===== src/rtl/uart_pkg.sv =====
// rtl/uart_pkg.sv - shared widths and limits for the UART receive path
//
// Purpose: constants shared by the UART receive buffer and its sub-modules.
// Contents:
//   UART_DATA_W  - width of one received character
//   ERR_CNT_W    - width of the frame-error counter
//   ERR_CNT_MAX  - saturation value of the frame-error counter
package uart_pkg;

    localparam int              UART_DATA_W = 8;
    localparam int              ERR_CNT_W   = 8;
    localparam logic [ERR_CNT_W-1:0] ERR_CNT_MAX = 8'hFF;

endpackage : uart_pkg


===== src/rtl/sync_fifo.sv =====
// rtl/sync_fifo.sv - parameterised single-clock show-ahead FIFO
//
// Purpose: DEPTH-entry FIFO whose head entry is always visible on rdata.
// Ports:
//   clk    in   system clock
//   rstN   in   asynchronous active-low reset (pointers only)
//   push   in   write wdata this cycle; accepted when not full, or when full
//                and a pop happens in the same cycle
//   pop    in   discard the head entry; ignored when empty
//   wdata  in   WIDTH  data to write
//   rdata  out  WIDTH  head-of-FIFO data (valid when !empty)
//   full   out  FIFO holds DEPTH entries
//   empty  out  FIFO holds no entries
//   count  out  AW+1   number of stored entries, 0..DEPTH
module sync_fifo #(
    parameter int   WIDTH = 8,
    parameter int   DEPTH = 16,
    localparam int  AW    = $clog2(DEPTH)
) (
    input  logic             clk,
    input  logic             rstN,
    input  logic             push,
    input  logic             pop,
    input  logic [WIDTH-1:0] wdata,
    output logic [WIDTH-1:0] rdata,
    output logic             full,
    output logic             empty,
    output logic [AW:0]      count
);

    logic [WIDTH-1:0] mem_q [DEPTH];

    // Pointers carry one extra MSB so full and empty are distinguishable
    // when the low address bits match.
    logic [AW:0] wr_ptr_q, wr_ptr_d;
    logic [AW:0] rd_ptr_q, rd_ptr_d;
    logic        pop_ok;
    logic        push_ok;

    assign empty = (wr_ptr_q == rd_ptr_q);
    assign full  = (wr_ptr_q[AW] != rd_ptr_q[AW]) &&
                   (wr_ptr_q[AW-1:0] == rd_ptr_q[AW-1:0]);
    assign count = wr_ptr_q - rd_ptr_q;

    assign pop_ok  = pop && !empty;
    // When full, the slot being written is the head being popped; the head
    // is read combinationally this cycle, so the overwrite is safe.
    assign push_ok = push && (!full || pop_ok);

    always_comb begin
        wr_ptr_d = wr_ptr_q + {{AW{1'b0}}, push_ok};
        rd_ptr_d = rd_ptr_q + {{AW{1'b0}}, pop_ok};
    end

    always_ff @(posedge clk or negedge rstN) begin
        if (!rstN) begin
            wr_ptr_q <= '0;
            rd_ptr_q <= '0;
        end else begin
            wr_ptr_q <= wr_ptr_d;
            rd_ptr_q <= rd_ptr_d;
        end
    end

    // Storage is not reset; stale contents are hidden by the pointers.
    always_ff @(posedge clk) begin
        if (push_ok) begin
            mem_q[wr_ptr_q[AW-1:0]] <= wdata;
        end
    end

    assign rdata = mem_q[rd_ptr_q[AW-1:0]];

endmodule : sync_fifo


===== src/rtl/uart_rx_fifo.sv =====
// rtl/uart_rx_fifo.sv - receive buffer between the Uart8 receiver and its consumer
//
// Purpose: captures one byte per rxDone high period, drops errored frames,
// buffers good bytes and hands them out over valid/ready, with a sticky
// overflow flag and a saturating frame-error counter.
// Ports:
//   clk       in   system clock (Uart8 clock domain)
//   rstN      in   asynchronous active-low reset
//   rxDone    in   Uart8 frame-complete level
//   rxErr     in   Uart8 frame error, sampled with rxDone
//   rxByte    in   8     received byte, valid while rxDone is high
//   outValid  out  a byte is available on outByte
//   outByte   out  8     head-of-buffer byte
//   outReady  in   consumer takes outByte when outValid && outReady
//   count     out  AW+1  number of buffered bytes
//   full      out  buffer holds DEPTH bytes
//   overflow  out  sticky: a good byte was dropped on a full buffer
//   errCount  out  8     saturating count of errored frames
//   clrFlags  in   synchronous clear of overflow and errCount
module uart_rx_fifo
    import uart_pkg::*;
#(
    parameter int   DEPTH = 16,
    localparam int  AW    = $clog2(DEPTH)
) (
    input  logic                   clk,
    input  logic                   rstN,
    input  logic                   rxDone,
    input  logic                   rxErr,
    input  logic [UART_DATA_W-1:0] rxByte,
    output logic                   outValid,
    output logic [UART_DATA_W-1:0] outByte,
    input  logic                   outReady,
    output logic [AW:0]            count,
    output logic                   full,
    output logic                   overflow,
    output logic [ERR_CNT_W-1:0]   errCount,
    input  logic                   clrFlags
);

    logic                 rx_done_prev_q;
    logic                 overflow_q, overflow_d;
    logic [ERR_CNT_W-1:0] err_count_q, err_count_d;

    logic cap;
    logic good_cap;
    logic err_cap;
    logic push;
    logic pop;
    logic ovf_evt;
    logic fifo_empty;

    // Reset to 1 so a byte already pending when reset releases is ignored.
    always_ff @(posedge clk or negedge rstN) begin
        if (!rstN) begin
            rx_done_prev_q <= 1'b1;
        end else begin
            rx_done_prev_q <= rxDone;
        end
    end

    assign cap      = rxDone && !rx_done_prev_q;
    assign good_cap = cap && !rxErr;
    assign err_cap  = cap && rxErr;

    assign outValid = !fifo_empty;
    assign pop      = outValid && outReady;
    // A full buffer still accepts a byte when the head leaves in the same cycle.
    assign push     = good_cap && (!full || pop);
    assign ovf_evt  = good_cap && full && !pop;

    // New events take priority over a coincident clear.
    always_comb begin
        overflow_d  = overflow_q;
        err_count_d = err_count_q;
        if (ovf_evt) begin
            overflow_d = 1'b1;
        end else if (clrFlags) begin
            overflow_d = 1'b0;
        end
        if (err_cap) begin
            if (clrFlags) begin
                err_count_d = {{(ERR_CNT_W-1){1'b0}}, 1'b1};
            end else if (err_count_q != ERR_CNT_MAX) begin
                err_count_d = err_count_q + 1'b1;
            end
        end else if (clrFlags) begin
            err_count_d = '0;
        end
    end

    always_ff @(posedge clk or negedge rstN) begin
        if (!rstN) begin
            overflow_q  <= 1'b0;
            err_count_q <= '0;
        end else begin
            overflow_q  <= overflow_d;
            err_count_q <= err_count_d;
        end
    end

    assign overflow = overflow_q;
    assign errCount = err_count_q;

    sync_fifo #(
        .WIDTH (UART_DATA_W),
        .DEPTH (DEPTH)
    ) u_fifo (
        .clk   (clk),
        .rstN  (rstN),
        .push  (push),
        .pop   (pop),
        .wdata (rxByte),
        .rdata (outByte),
        .full  (full),
        .empty (fifo_empty),
        .count (count)
    );

endmodule : uart_rx_fifo


===== config.mk =====
export PLATFORM = sky130hd
export DESIGN_NAME = uart_rx_fifo
export DESIGN_NICKNAME = d
export VERILOG_FILES = /design/src/rtl/uart_pkg.sv /design/src/rtl/sync_fifo.sv /design/src/rtl/uart_rx_fifo.sv
export SDC_FILE = /design/constraint.sdc
export NUM_CORES = 1
export LEC_CHECK = 0
export ABC_CLOCK_PERIOD_IN_PS = 3600
export CAP_MARGIN = 20
export CORE_ASPECT_RATIO = 0.75
export CORE_MARGIN = 3
export CORE_UTILIZATION = 59
export DETAILED_ROUTE_END_ITERATION = 8
export HOLD_SLACK_MARGIN = 0.03
export PLACE_DENSITY = 0.76
export SETUP_SLACK_MARGIN = 0.1
export SLEW_MARGIN = 20
export SYNTH_ARGS = -nofsm -noshare
export SYNTH_HDL_FRONTEND = slang
export SYNTH_SLANG_ARGS = --single-unit

===== constraint.sdc =====
create_clock -name clk -period 3.6 [get_ports clk]
set_input_delay 0.9 -clock clk [delete_from_list [all_inputs] [get_ports clk]]
set_output_delay 0.9 -clock clk [all_outputs]
set_load 0.05 [all_outputs]

**Cell classes on the final placement**

Bar = 20 um.
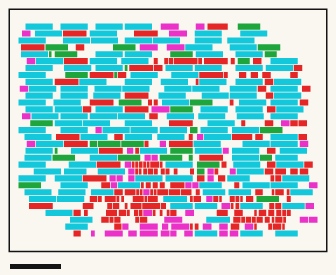
legend:
  combinational and other logic:
    color: red
    cells: 181
  clock drivers and dummy loads:
    color: green
    cells: 32
  sequential cells:
    color: cyan
    cells: 148
  remaining buffers and delay cells:
    color: magenta
    cells: 57
site row count: 31
Seq/total area: 58.1%

**Wires at chosen ports, followed through buffers**

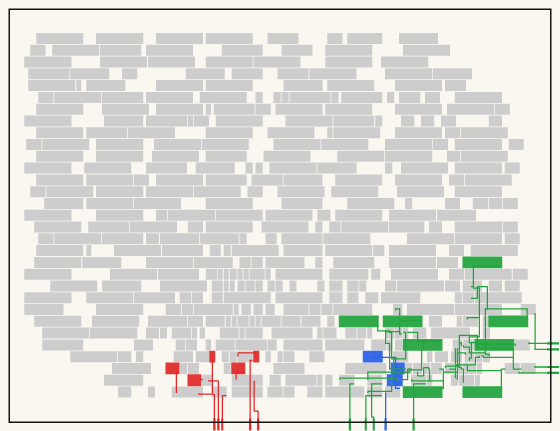
legend:
  errCount:
    color: green
    direction: output
    edge: 4 east, 4 south
    end_cells: 8
    buffers: 8
    wire: 384 um
  rxErr:
    color: blue
    direction: input
    edge: south
    end_cells: 3
    buffers: 1
    wire: 20.7 um
  count:
    color: red
    direction: output
    edge: south
    end_cells: 5
    buffers: 5
    wire: 74.4 um

**Track usage over the die**

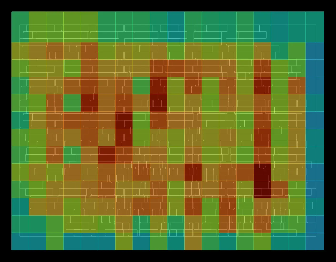
Finished Core Util: 75.0%
met2 Use GR: 35.9%
overall routing resource usage: 23.0%

**Routed metal per tile**

Bar = 20 um. 25 x 19 tiles, from dark purple (low) to yellow (high), scaled to the fullest tile. Values are wire area over tile area, all layers added.
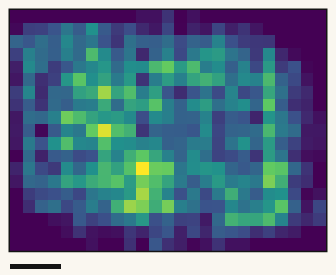
mean over tiles: 0.17
fullest tile: 0.55
tiles over half the peak: 19%
densest ninth of the die: center
drt wl/cell: 22.7 um
WL final: 12500 um
Vias: 3372

-- flip-flops by register name, summed over array words and instances, names as in the netlist --
signal           cells
u_fifo.wr_ptr_q      5
overflow             1
u_fifo.rd_ptr_q      5
u_fifo.mem_q       128
rx_done_prev_q       1
errCount             8
-- cell usage after synthesis (2+ instances only) --
master / count
nand3_1: 6
clkbuf_1: 3
nor3_1: 7
ha_1: 9
dfrtp_1: 19
buf_6: 2
nand2_1: 8
a21oi_1: 5
or3_1: 2
o21ai_1: 8
edfxtp_1: 128
nand4_1: 3
buf_8: 2
nand2b_1: 2
mux2i_1: 27
and2_1: 3
inv_1: 12
a221oi_1: 8
buf_1: 2
buf_12: 2
mux4_1: 22
buf_2: 5
nor2_1: 13
nor4_1: 2
xor2_1: 4
o21ai_0: 12
xnor2_1: 7
a21o_1: 2
o211ai_1: 3
mux4_2: 2
-- through the flow --
step,worst slack [ns],util (%)
final,0.205,75.0
after global routing,0.120,75.0
after CTS,0.192,75.1
after detailed placement,0.412,68.9
after global placement,0.543,68.9
after floorplan,0.407,-
-- layer usage --
layer  share of wire [%]  track usage (%)
met5                   0                0
met4                 1.7             8.76
met3                 6.2             6.39
met2                  48             35.9
met1                  44             31.5
-- where the power goes --
| group | internal [mW] | total, mW | switching [mW] |
|---|---|---|---|
| combinational | 1.16 | 2.71 | 1.54 |
| sequential | 1.96 | 2.10 | 0.137 |
| clock | 1.11 | 1.75 | 0.648 |
-- cell type report --
cell class | instances | area share, %
Timing Repair Buffer | 57 | 8.13
Multi-Input combinational cell | 169 | 22.7
Clock inverter | 4 | 0.418
Sequential cell | 148 | 58.1
Tap cell | 132 | 2.21
Inverter | 12 | 0.602
Clock buffer | 28 | 7.78
==> flow_metrics.py <==
# Physical implementation metrics
metrics = {
    "status": {
        "status": "finished clean",
    },
    "floorplanning": {
        "io_pins": 38,
        "initCoreUtil_pct": 62.5,
        "die_area_mm2": 0.0118,
        "die-height_um": 95.0,
    },
    "setup_path": {
        "regToRegSetupSlack_ns": 0.55,
        "crit_buf_inv": 3,
        "cp.arrival_ns": 2.50,
        "path_max_fanout": 8,
        "start_kind": "register",
        "critPathKind": "register to output pin",
        "crit_required_ns": 2.70,
        "end_kind": "output pin",
        "reg2reg_to": "u_fifo.wr_ptr_q[2]$_DFF_PN0_",
        "cp.depth": 5,
    },
    "synth": {
        "ys_sh_xor_pct": 1.81,
        "synth.distinct_cells": 45,
        "aoi_share_pct": 4.20,
        "ys_ff": 148,
        "yosys_area_mm2": 0.00623,
        "fp_nets": 369,
        "syn_inst": 345,
        "syn_avg_cell_area_um2": 18.0,
        "simple_gate_share_pct": 4.82,
    },
    "placement": {
        "gp_congestion": 0.883,
        "io_buffers": 37,
    },
    "grt": {
        "grt_max_degree": 26,
        "antenna_found_initial": 0,
        "grt_pass1_vias": 3442,
    },
    "cts": {
        "cts_buffers": 17,
        "postCtsHoldBufs": 0,
        "cts_buffer_depth": 2,
    },
    "job": {
        "drv_cap": 0,
    },
    "cells_and_area": {
        "diodes": 0,
        "comb_area_mm2": 0.00170,
    },
    "final_timing": {
        "hold_viol": 0,
        "hold-worst-slack_ns": 0.426,
        "fin_setup_tns_ns": 0,
        "tightest_slew_ns": 0.714,
    },
    "power_and_ir_drop": {
        "power_density_mw_per_mm2": 877,
        "ir_worst_vdd_mv": 0.866,
        "total_power_mw": 6.56,
    },
    "routing": {
        "ant_nets": 0,
        "drtPass1Iterations": 5,
    },
    "min_path": {
        "hold_path_class": "primary input to asynchronous set/reset pin",
    },
}
Power figures rest on the tool's default switching activity, not on a simulated workload.
